run_1/placement_by_type.png
The bar under the picture is 50 um long.
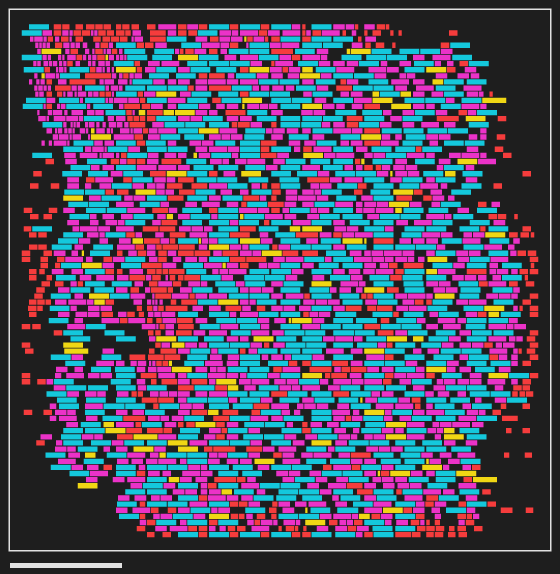
run_1/clocks.png
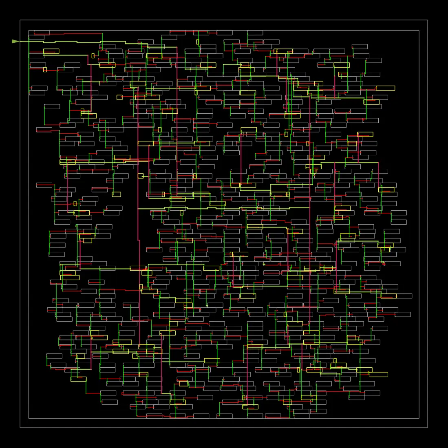
run_1/logic_types.png
The bar under the picture is 50 um long.
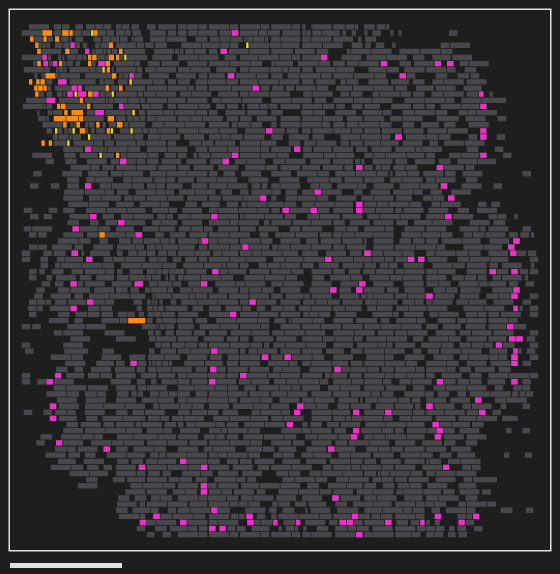
<file path="src/rtl/packed_net_ctrl.sv">
// Sequencing/configuration controller for a multi-stage packed switch network:
// stores per-stage switch patterns, paces job beats and skews SWITCH_SET per stage.
module packed_net_ctrl #(
  parameter int unsigned PORT_SIZE    = 32,
  parameter int unsigned SWITCH_SIZE  = PORT_SIZE / 2,
  parameter int unsigned NUM_STAGES   = 9,
  parameter int unsigned NUM_PATTERNS = 4,
  parameter int unsigned BEAT_W       = 16,
  localparam int unsigned PW = $clog2(NUM_PATTERNS),
  localparam int unsigned SW = $clog2(NUM_STAGES)
) (
  input  logic                              clk,
  input  logic                              rst_n,
  input  logic                              cfg_we,
  input  logic [PW-1:0]                     cfg_pat,
  input  logic [SW-1:0]                     cfg_stage,
  input  logic [SWITCH_SIZE-1:0]            cfg_data,
  output logic                              cfg_err,
  input  logic                              start_valid,
  output logic                              start_ready,
  input  logic [PW-1:0]                     start_pat,
  input  logic [BEAT_W-1:0]                 start_beats,
  input  logic                              src_valid,
  output logic                              src_ready,
  output logic                              net_in_valid,
  output logic                              net_out_valid,
  output logic [NUM_STAGES*SWITCH_SIZE-1:0] SWITCH_SET,
  output logic                              busy,
  output logic                              done
);

  typedef enum logic [1:0] {StIdle, StRun, StDrain, StDone} state_e;

  localparam logic [SW-1:0] LastStage = SW'(NUM_STAGES - 1);
  localparam logic [SW-1:0] DrainLoad = SW'(NUM_STAGES - 1);

  state_e                 state_q;
  logic [PW-1:0]          pat_q;
  logic [BEAT_W-1:0]      rem_q;
  logic [SW-1:0]          drain_q;

  logic [SWITCH_SIZE-1:0] tbl_q [NUM_PATTERNS][NUM_STAGES];
  logic                   cfg_ok;
  logic                   cfg_err_q;

  logic [NUM_STAGES:0]    vld;
  logic [PW-1:0]          pid   [NUM_STAGES];
  logic [NUM_STAGES:1]    vld_q;
  logic [PW-1:0]          pid_q [1:NUM_STAGES-1];

  // Job FSM
  always_ff @(posedge clk or negedge rst_n) begin
    if (!rst_n) begin
      state_q <= StIdle;
      pat_q   <= '0;
      rem_q   <= '0;
      drain_q <= '0;
    end else begin
      unique case (state_q)
        StIdle: begin
          if (start_valid) begin
            pat_q   <= start_pat;
            rem_q   <= start_beats;
            state_q <= (start_beats == '0) ? StDone : StRun;
          end
        end
        StRun: begin
          if (src_valid) begin
            rem_q <= rem_q - BEAT_W'(1);
            if (rem_q == BEAT_W'(1)) begin
              drain_q <= DrainLoad;
              state_q <= StDrain;
            end
          end
        end
        StDrain: begin
          drain_q <= drain_q - SW'(1);
          // Leave one count early so DONE lines up with the last beat exiting.
          if (drain_q <= SW'(1)) state_q <= StDone;
        end
        StDone:  state_q <= StIdle;
        default: state_q <= StIdle;
      endcase
    end
  end

  assign start_ready  = (state_q == StIdle);
  assign src_ready    = (state_q == StRun);
  assign net_in_valid = src_ready & src_valid;
  assign busy         = (state_q != StIdle);
  assign done         = (state_q == StDone);

  // Pattern table; writes only land while idle so a running job never sees a change.
  assign cfg_ok = cfg_we && (state_q == StIdle) && (cfg_stage <= LastStage);

  always_ff @(posedge clk or negedge rst_n) begin
    if (!rst_n) begin
      cfg_err_q <= 1'b0;
      for (int p = 0; p < int'(NUM_PATTERNS); p++) begin
        for (int s = 0; s < int'(NUM_STAGES); s++) begin
          tbl_q[p][s] <= '0;
        end
      end
    end else begin
      cfg_err_q <= cfg_we && !cfg_ok;
      for (int p = 0; p < int'(NUM_PATTERNS); p++) begin
        for (int s = 0; s < int'(NUM_STAGES); s++) begin
          if (cfg_ok && (cfg_pat == PW'(p)) && (cfg_stage == SW'(s))) begin
            tbl_q[p][s] <= cfg_data;
          end
        end
      end
    end
  end

  assign cfg_err = cfg_err_q;

  // Skew pipeline: each beat carries its pattern id alongside the stage data path.
  assign vld = {vld_q, net_in_valid};

  always_comb begin
    pid[0] = pat_q;
    for (int k = 1; k < int'(NUM_STAGES); k++) begin
      pid[k] = pid_q[k];
    end
  end

  always_ff @(posedge clk or negedge rst_n) begin
    if (!rst_n) begin
      vld_q <= '0;
      for (int k = 1; k < int'(NUM_STAGES); k++) begin
        pid_q[k] <= '0;
      end
    end else begin
      vld_q <= vld[NUM_STAGES-1:0];
      for (int k = 1; k < int'(NUM_STAGES); k++) begin
        pid_q[k] <= pid[k-1];
      end
    end
  end

  for (genvar k = 0; k < NUM_STAGES; k++) begin : g_stage
    assign SWITCH_SET[k*SWITCH_SIZE +: SWITCH_SIZE] = vld[k] ? tbl_q[pid[k]][k] : '0;
  end

  assign net_out_valid = vld[NUM_STAGES];

endmodule

</file>
<file path="config.mk">
export PLATFORM = sky130hd
export DESIGN_NAME = packed_net_ctrl
export DESIGN_NICKNAME = d
export VERILOG_FILES = /design/src/rtl/packed_net_ctrl.sv
export SDC_FILE = /design/constraint.sdc
export NUM_CORES = 1
export LEC_CHECK = 0
export CORE_MARGIN = 5
export CORE_UTILIZATION = 54
export CTS_CLUSTER_DIAMETER = 200
export DETAILED_ROUTE_END_ITERATION = 8
export PLACE_DENSITY = 0.77
export SETUP_SLACK_MARGIN = 0.4
export SYNTH_ARGS = -nofsm -noshare
export SYNTH_HDL_FRONTEND = slang
export SYNTH_SLANG_ARGS = --single-unit
</file>
<file path="constraint.sdc">
create_clock -name clk -period 2.3 [get_ports clk]
set_clock_uncertainty 0.1 [all_clocks]
set_input_delay 0.345 -clock clk [delete_from_list [all_inputs] [get_ports clk]]
set_output_delay 0.345 -clock clk [all_outputs]
set_load 0.005 [all_outputs]
</file>
==> GITHUB_STEP_SUMMARY, run 1 <==
### Metrics collected by this job

| Metric | Value |
|---|---|
| Status | complete, but fails checks |
| Critical Path Start Type | register |
| Synth cell count leaders | dfrtp_1, mux2_2, mux4_2 |
| Final Worst Setup Slack | -311.0 ps |
| Crit path DAT | 2170 ps |
| Distinct cell type count of the synthesized netlist | 53 |
| Slowest stage cell, crit path | mux4_2 |
| Synth-to-Final Area Change | 37.36% |
| Die W | 240.1 um |
| Maximum number of pins on one net before global-route repair | approximately 80 |
| Setup Viol. Count Final | 613 |
| Net count after synthesis | 1,909 |
| Number of I/O port buffers | 195 |
| Required time of the critical path | ~1900 ps |
| Die outline height | 240.1 um |
| Number of remaining DRC errors | 0 |
| Clock network fraction of total power | 30.0% |
| Cells in synth_stat.txt | around 1.9k |
| Final RePlAce weighted congestion | 0.8119 |
| Congestion Overflow GR | 0 |
| CP Class | reg -> out |
| Synth Cell Area | around 29,000 um^2 |
| Total die area | 57,630 um^2 |
| Fraction of the core area occupied by cells at floorplan | around 54% |
| I/O pin total | a little under 200 |
| Violations in the final reports | negative setup slack |
| Warnings from Yosys | 0 |
Back to the opening pictures, placement_by_type.png:
Key: flops = cyan [cells 626]; other buffers and delay cells = red [cells 495]; clock drivers and dummy loads = yellow [cells 117]; combinational and other logic = magenta [cells 1,083]
fraction of area in registers: 39.92%
final core utilization: 74.72%
area of all placed cells without fillers: 39,260 um^2
Core Area: 52,550 um^2
cell row count: 84

Back to the opening pictures, clocks.png:
total clock network power: 0.0110 W
source-to-sink clock delay at the later pin of the worst-skew pair: 600 ps
clock buf count: 99
Seq cells: 626
Clock Sink Count: 626

Back to the opening pictures, logic_types.png:
Key: inverters = yellow [cells 15, where upper left]; inverting AOI/OAI gates = orange [cells 54, where upper left]; AND and OR gates = magenta [cells 145, where widely spread]
combinational share of cell area: 36.73%
most frequently placed logic cell in the final layout: dfrtp_1
number of standard cells in the layout, taps in and fillers out: 3,010

[run 1: power groups by stage]
stage / registers [W] / clock network, W / logic [W]
floorplan: 0.0130 / 0 / 0.00535
global placement: 0.0133 / 0 / 0.00798
detailed placement: 0.0134 / 0 / 0.00818
CTS: 0.0133 / 0.0111 / 0.0115
global route: 0.0135 / 0.0116 / 0.0129
finish: 0.0134 / 0.0110 / 0.0122
[run 1: final cells by class]
type	count	area [um^2]	share of cell area, %
inverter	15	56.30	0.1434
sequential	626	15680	39.92
multi-input combinational	1068	14420	36.73
clock inverter	18	220.2	0.5608
clock buffer	99	2008	5.115
antenna	1	2.502	0.006373
tap	688	860.8	2.192
timing repair buffer	495	6021	15.33
[run 1: worst max path at each step]
stage | cells past startpoint | from | to | slack (ps)
floorplan | 5 | rem_q[12]$_DFFE_PN0P_ | drain_q[3]$_DFFE_PN0P_ | 140
global placement | 8 | cfg_stage[1] | tbl_q[456]$_DFFE_PN0P_ | -350
detailed placement | 8 | cfg_stage[2] | tbl_q[462]$_DFFE_PN0P_ | -360
CTS | 5 | pid[8]$_DFF_PN0_ | SWITCH_SET[68] | -330
global route | 6 | pid[2]$_DFF_PN0_ | SWITCH_SET[120] | -360
finish | 6 | pid[2]$_DFF_PN0_ | SWITCH_SET[122] | -310
[run 1: metal layers]
layer | wire (um) | track usage [%] | vias to the layer above
met5 | 0 | 0 | -
met4 | 1696 | 6.792 | 0
met3 | 4670 | 4.978 | 110
met2 | 39300 | 44.08 | 641
met1 | 36120 | 41.01 | 9948
li1 | - | - | 7583
[run 1: repair_timing]
action,in CTS,in global routing
pin swaps,62,5
hold endpoints to repair,35,0
gates cloned,16,6
endpoints found under the setup margin,747,750
buffers inserted,97,25
gates resized,922,92
hold buffers,1,0
run_1/power_grid.png
Pins as bars on the die edge. Tap cells in gray.
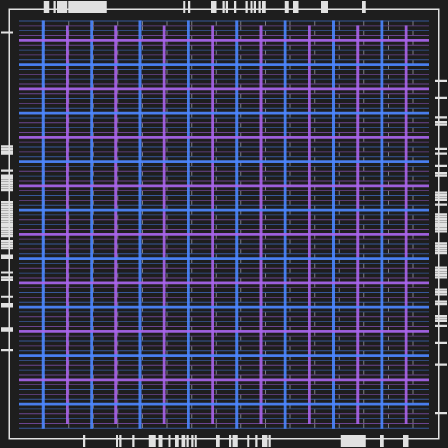

--- run 2 (diff from run 1) ---
--- a/config.mk
+++ b/config.mk
@@ -7,10 +7,12 @@
 export LEC_CHECK = 0
 export CORE_MARGIN = 5
 export CORE_UTILIZATION = 54
-export CTS_CLUSTER_DIAMETER = 200
+export CTS_CLUSTER_DIAMETER = 60
 export DETAILED_ROUTE_END_ITERATION = 8
 export PLACE_DENSITY = 0.77
 export SETUP_SLACK_MARGIN = 0.4
+export SKIP_CTS_REPAIR_TIMING = 1
 export SYNTH_ARGS = -nofsm -noshare
 export SYNTH_HDL_FRONTEND = slang
 export SYNTH_SLANG_ARGS = --single-unit
+export TNS_END_PERCENT = 50
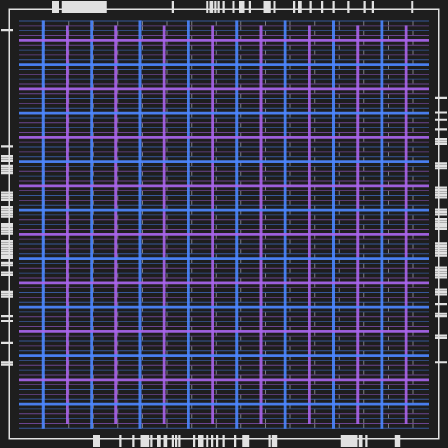
run_2/power_grid.png
Pins as bars on the die edge. Tap cells in gray.
Key: VSS = blue; VDD = purple
The core has 84 rows. 688 tap cells. 196 signal pins sit on the boundary. 16 straps on met4.
Worst IR Drop VDD: 0.9857 mV
die outline height: 240.1 um
Die W: 240.1 um

==> run 2 against run 1 <==
The flow still finishes with violations (negative setup slack). Final cell count is 0.73% higher. Sequential power hardly changed. Via count is 0.71% higher.
==> GITHUB_STEP_SUMMARY, run 2 <==
### Metrics collected by this job

| Metric | Value |
|---|---|
| DR WL met3 | 4921 um (+5.4%) |
| Cell row count | 84 (unchanged) |
| Critical path, cell by cell | buf_6 -> clkbuf_16 -> buf_6 -> buf_6 -> mux4_2 -> and2_4 -> buf_6 |
| Core Area | 52,550 um^2 (unchanged) |
| Met1 wire length | 35,630 um (-1.4%) |
| Crit path DAT | 2240 ps (+70 ps) |
| Synth-to-Final Area Change | 36.05% |
| CP Class | reg -> out |
| Fraction of the core area occupied by cells at floorplan | 54.39% (unchanged) |
| Number of remaining DRC errors | 0 (unchanged) |
| Slowest stage cell, crit path | dfrtp_2 |
| Required time of the critical path | 1860 ps (about the same) |
| Number of standard cells in the layout, taps in and fillers out | 3,032 (+0.73%) |
| Net count after synthesis | 1,909 (unchanged) |
| Warnings from Yosys | 0 (unchanged) |
| Synth Cell Area | 28,580 um^2 (unchanged) |
| Met2 Wirelength | 40,200 um (+2.3%) |
| Most frequently placed logic cell in the final layout | dfrtp_1 |
| Clock network fraction of total power | 28.9% (-1.1 points) |
| Global-route wire length before repair | 113,600 um |
| Final core utilization | 74.00% (-0.71 points) |
| Source-to-sink clock delay at the later pin of the worst-skew pair | 600 ps (about the same) |
| Fraction of layout cells with a size suffix above 1 | 64.42% |
| NetSw | 0.01083 W |
| Diodes inserted | 0 (-1) |
| Status | complete, but fails checks |
| Number of I/O port buffers | 195 (unchanged) |
| Cells in synth_stat.txt | 1,855 (unchanged) |
| WL final | about 82,000 um |
| Combinational fraction of design power | 34.4% |
| Setup Viol. Count Final | 227 (-63%) |
| Final RePlAce weighted congestion | 0.8485 (+4.5%) |
| Total die area | 57,630 um^2 (unchanged) |
| Post-synth tally of flip-flops with integrated enable | 0 |
| Final Worst Setup Slack | -380.9 ps (-69.91 ps) |
| Critical Path Start Type | register |
| Maximum number of pins on one net before global-route repair | 77 (-3.8%) |
| I/O pin total | 196 (unchanged) |
| Top metal layer carrying routed signals | met4 |
| Congestion Overflow GR | 0 (unchanged) |
| Violations in the final reports | negative setup slack |
run 2: cell counts after synthesis:
No cell type changed its count.
run 2: worst paths after layout:
check	end	slack, ps	depth (start not counted)	from
setup / recovery	SWITCH_SET[90]	-380	7	pid[6]$_DFF_PN0_
hold / removal	tbl_q[410]$_DFFE_PN0P_	160	2	rst_n
setup reg to reg	tbl_q[373]$_DFFE_PN0P_	-60	10	state_q[1]$_DFFE_PN0P_
hold reg to reg	tbl_q[3]$_DFFE_PN0P_	400	1	tbl_q[3]$_DFFE_PN0P_
max in group asynchronous	tbl_q[147]$_DFFE_PN0P_	1090	4	rst_n
min in group clk	pat_q[1]$_DFFE_PN0P_	260	2	start_pat[1]
run 2: metrics by stage:
step                instance area (um^2)  total power (W)
detailed placement                 33960          0.02136
CTS                                36080          0.03194
global placement                   33960          0.02103
floorplan                          30080          0.01820
global route                       38890          0.03820
finish                             38890          0.03680
run 2: per-layer routing:
layer	vias up	track usage, %
met5	-	0
met4	0	5.794
met3	119	4.542
met2	637	39.79
met1	10010	38.08
li1	7645	-
run 2: power groups by stage:
stage | Clock (W) | Combinational (W) | Sequential (W)
2_1_floorplan | 0 | 0.00517 | 0.0130
3_3_place_gp | 0 | 0.00774 | 0.0133
3_5_place_dp | 0 | 0.00796 | 0.0134
4_1_cts | 0.0107 | 0.00800 | 0.0132
5_1_grt | 0.0113 | 0.0134 | 0.0136
6_report | 0.0106 | 0.0127 | 0.0135
run 2: final cells by class:
type	count	area [um^2]	share of cell area [%]
clock buffer	101	1906	4.900
clock inverter	20	216.5	0.5566
inverter	15	62.56	0.1609
multi-input combinational	1068	14020	36.06
sequential	626	15680	40.31
tap	688	860.8	2.214
timing repair buffer	514	6143	15.80
No activity file was given, so power comes from the tool's default toggle rates.
